Design rf_inflight_tracker, sky130hd; sources not shown.
Fig. 1: run 1, sequential cells grouped by signal name
Scale bar: 20 um. Other sequential cells in the stronger gray, the rest of the logic in the fainter gray.
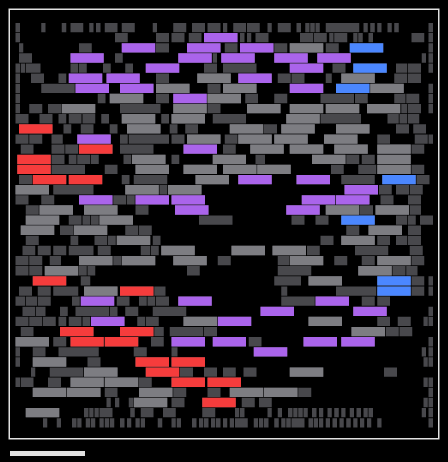
wb_addr_ep -> blue  # sequential cells 7
rf_addr_ep -> purple  # sequential cells 42
rf_idx_ep -> red  # sequential cells 18
not colored = 81
fraction of standard cell area that is sequential: 0.5192
combined flip-flop and latch cell area: 3704 um^2
Seq group: 0.00215 W

Fig. 2: run 1, metal layers overlaid
Scale bar: 20 um. Only two layers are drawn.
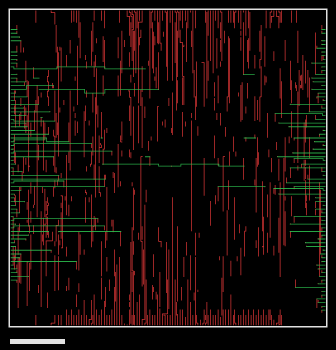
met2 -> red  # wire length 4560 um
met3 -> green  # wire length 1120 um
Vias: 2565
combined global-route utilization of all metal layers: 0.1412

Fig. 3: run 1, cell classes on the final placement
Scale bar: 20 um. Fill, decap, tap and diode cells in gray.
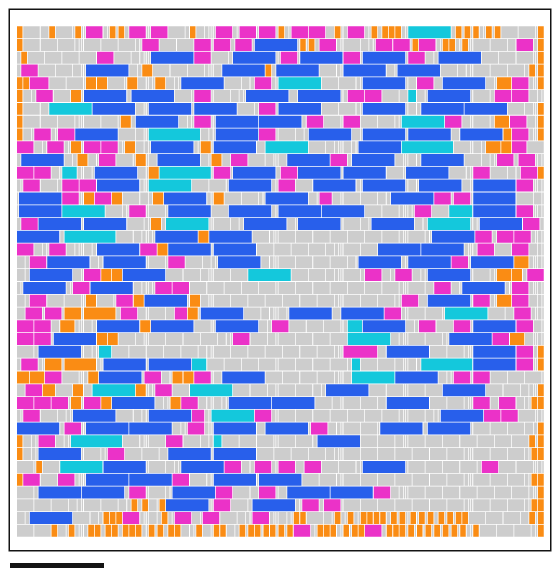
flip-flops -> blue  # cells 148, share of their area 53%
clock drivers and dummy loads -> cyan  # cells 31, share of their area 9.7%
all other logic -> orange  # cells 184, share of their area 13%
other buffers and delay cells -> magenta  # cells 166, share of their area 24%
Final Core Density: 0.5841
placeable core area: 12210 um^2
Placement Rows: 40
area of all placed cells without fillers: 7133 um^2

Fig. 4: run 1, local utilization
11 x 11 tiles, from black (low) to pale yellow (high), 0 to 100% covered.
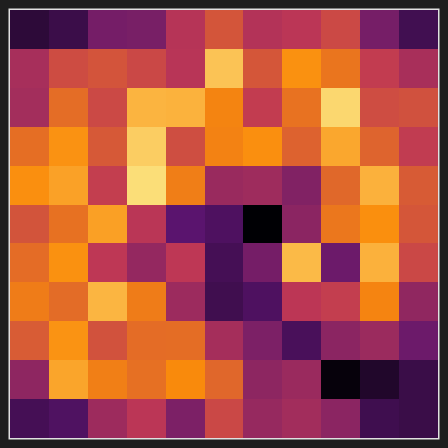
nearly empty tiles = 1.7%
tiles over 75% full = 17%
mean over tiles = 53%
fullest tile = 93%
pre-placement core utilization: 0.4173

==> flow_results.org, run 1 <==
#+TITLE: Synthesis and PnR summary

** STA
- Setup repair after global routing left no endpoint under its margin.
- The slew check shows that the tightest pin keeps a relative margin of 0.5938.
- The most critical hold endpoint after final layout shows a slack of ~0.15 ns.
- For reference, the final report shows the hold violation count at 0.
- Measured slew at the worst slew-check pin :: 0.6094 ns

** Clock network
- Number of setup buffers added after CTS :: 0
- Cell resize tally after clock tree synthesis :: 1
- CTS tree :: yes

** Placed design
- Setup slack on the worst path after placement came out at 0.6922 ns.

** Critical path
- The worst setup path is launched from a flop.
- Kind of critical path :: reg -> out

** Power and ir drop
- The power report attributes to the combinational group a share of 0.066.
- Of the total power, the clock network draws 0.495.
- The internal power of the cells totals ~0.0039 W.
- Summed over the clock group, the power is between 0.002 and 0.0025 W.
- Overall power consumption after layout is estimated at a little under 0.005 W.

** Route
- Drt wl/cell :: between 10 and 15 um
- Nets still carrying antenna violations after routing amount to 0.
- Met2 wire len :: between 4 and 5 mm
- Per the detail_route report, vias per standard cell equal between 3 and 4.

** Yosys
- Synth Cell Area :: roughly 5100 um^2
- Sorting the synthesized cells by how often they occur yields 148 x sky130_fd_sc_hd__dfrtp_1, 128 x sky130_fd_sc_hd__buf_4, 20 x sky130_fd_sc_hd__nor2b_1.
- Area share of and-or/or-and cells after synthesis :: 0
- In this run, synthesis inferred 0 flip-flops with an integrated enable.
- Simple-Gate Area Share :: 0.06776
- Distinct cell type count after synthesis :: 16

** Die
- Y dimension of the die :: 114.9 um
- Chip Area :: approximately 13000 um^2

** Layout
- The layout report lists the non-clock buffer share of cell area as 0.2333.
- Clk_buf instances :: 18
- Share of layout cells above drive strength 1 :: 0.07561
- Per the layout area report, the combinational fraction of cell area is 0.1244.
- Most common library cell in the layout ignoring fill and taps :: sky130_fd_sc_hd__clkdlybuf4s50_1
- Leaving out buffers and inverters, the combinational logic in the layout accounts for about 900 um^2.

** Global route
- Met2 Use GR :: 0.2265
- First-pass GRT wire length :: between 10 and 15 mm
- The total overflow left after global routing is 0.
- Met3 demand-to-capacity share in global routing :: 0.08171
- Most heavily used metal layer in global routing :: met2
- Number of antenna violations at the first check in global routing :: 0
- Entering global routing, the biggest net connects roughly 67 pins.

** Status
- Result of the run :: finished clean

** Job
- Across all stage logs, warnings added up to 26.

** Min path
- In this run the worst hold path is classified as reg -> reg.
==> run 2: changes to the inputs <==
--- a/config.mk
+++ b/config.mk
@@ -5,9 +5,9 @@
 export SDC_FILE = /design/constraint.sdc
 export NUM_CORES = 1
 export LEC_CHECK = 0
-export ABC_CLOCK_PERIOD_IN_PS = 2900
+export ABC_CLOCK_PERIOD_IN_PS = 2400
 export CAP_MARGIN = 15
-export CORE_UTILIZATION = 40
+export CORE_UTILIZATION = 38
 export DETAILED_ROUTE_END_ITERATION = 12
 export PLACE_DENSITY_LB_ADDON = 0.15
 export SETUP_SLACK_MARGIN = 0.4
==> constraint.sdc (replaced) <==
create_clock -name clk -period 2.4 [get_ports clk]
set_clock_uncertainty 0.2 [all_clocks]
set_input_delay 0.48 -clock clk [delete_from_list [all_inputs] [get_ports clk]]
set_output_delay 0.48 -clock clk [all_outputs]
set_load 0.01 [all_outputs]
Fig. 5: run 2, metal layers overlaid
Scale bar: 20 um. Only two layers are drawn.
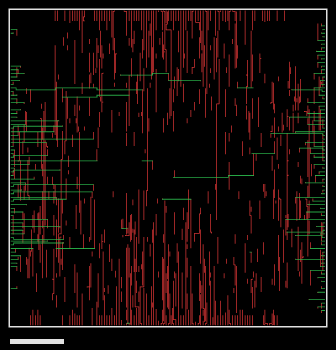
met2 -> red  # wire length 4610 um
met3 -> green  # wire length 946 um
total wire length: 8.899 mm
drt wl/cell: 12.66 um
Vias: 2617

Fig. 6: run 2, sequential cells grouped by signal name
Scale bar: 20 um. Other sequential cells in the stronger gray, the rest of the logic in the fainter gray.
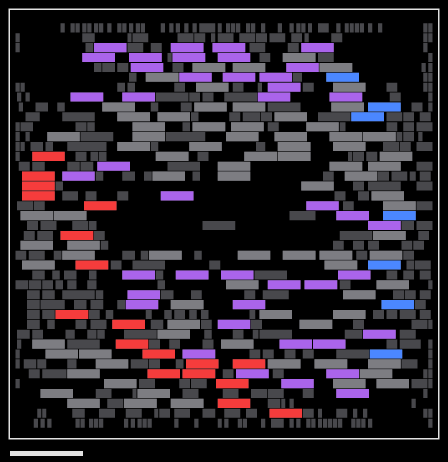
rf_idx_ep -> red  # sequential cells 18
wb_addr_ep -> blue  # sequential cells 7
rf_addr_ep -> purple  # sequential cells 42
not colored = 81
fraction of standard cell area that is sequential: 0.5232
Seq group: 0.00260 W

==> run 2 against run 1 <==
Net effect:
- final area fell by 0.75%
- worst setup slack got worse by 0.33 ns
- worst hold slack about the same
- utilization fell by 3.2 points
- synthesized area unchanged
- first-iteration DRC count decreased by 13%
- global-route usage down 0.81 points
- routed wire length decreased by 0.41%
- combinational power is 13% higher
- clock power is 3% higher
- synthesized cell count unchanged
- largest cell class unchanged
- highest routed layer unchanged
==> flow_results.org, run 2 <==
#+TITLE: Synthesis and PnR summary

** STA
- Slew Limit Headroom :: 0.6428 (+0.04905)
- Setup repair after global routing could not meet its margin everywhere.
- The count of final hold-check violations was 0 (unchanged).
- Measured slew at the worst slew-check pin :: 0.5358 ns (-0.07357 ns)
- Hold Slack :: 0.1447 ns (-0.0004790 ns)

** Layout
- Area of all placed cells without fillers :: 7079 um^2 (-0.75%)
- Combined flip-flop and latch cell area :: 3704 um^2 (unchanged)
- The utilization of the core after routing was 0.5520 (-0.03212).
- Share of layout cells above drive strength 1 :: 0.08098 (+0.005365)
- Most common library cell in the layout ignoring fill and taps :: sky130_fd_sc_hd__dfrtp_1
- Fraction of standard cell area in multi-input logic :: 0.1273 (+0.002889)
- Clk_buf instances :: 22 (+4)
- The area of the multi-input gates was 900.9 um^2 (+1.6%).

** Min path
- Worst Hold Class :: reg -> reg

** Yosys
- Synth Cell Area :: 5096 um^2 (unchanged)
- Number of enable flip-flop cells :: 0 (unchanged)
- Distinct cell type count after synthesis :: 16 (unchanged)
- Ranking of synthesized cells by instance count :: 148 x sky130_fd_sc_hd__dfrtp_1, 128 x sky130_fd_sc_hd__buf_4, 20 x sky130_fd_sc_hd__nor2b_1
- The synthesized-area fraction occupied by ao, oa, aoi and oai cells came to 0 (unchanged).

** Die
- The floorplan-stage core utilization is 0.3974 (-0.01995).
- Chip Area :: 13880 um^2 (+5.2%)
- The die height came to 117.8 um (+2.6%).
- The area of the placeable core came to 12820 um^2 (+5.0%).
- Placement Rows :: 41 (+2.5%)

** Global route
- Largest net degree at the start of global routing :: 58 (-13%)
- Met2 Use GR :: 0.2103 (-0.01621)
- Most heavily used metal layer in global routing :: met2
- Total global routing overflow :: 0 (unchanged)
- Met3 demand-to-capacity share in global routing :: 0.07413 (-0.007580)
- First-pass GRT wire length :: 13.69 mm (+1.7%)
- The total routing usage reported by global routing is 0.1331 (-0.008061).
- The initial antenna violation count is 0 (unchanged).

** Power and ir drop
- Logic gate share of total power :: 0.066 (about the same)
- The cell internal power dissipation is 0.004301 W (+11%).
- The share of power burned in the clock network was 0.459 (-0.036).
- The power attributed to the clock group is 0.00251 W (+3%).

** Route
- Detail Route Antenna Nets :: 0 (unchanged)
- The met2 wirelength from detailed routing is 4.608 mm (+1.1%).

** Clock network
- Number of setup buffers added after CTS :: 0 (unchanged)

** Critical path
- The worst setup path is launched from a flop.
- For reference, the most critical setup path is categorized as reg -> out.

** Placed design
- The placement-stage worst setup slack came to 0.2130 ns (-0.4792 ns).

** Status
- The flow ran to the end, and the final reports show no timing, DRC or antenna violations.

** Job
- Tool warnings :: 28 (+7.7%)
No activity file was given, so power comes from the tool's default toggle rates.
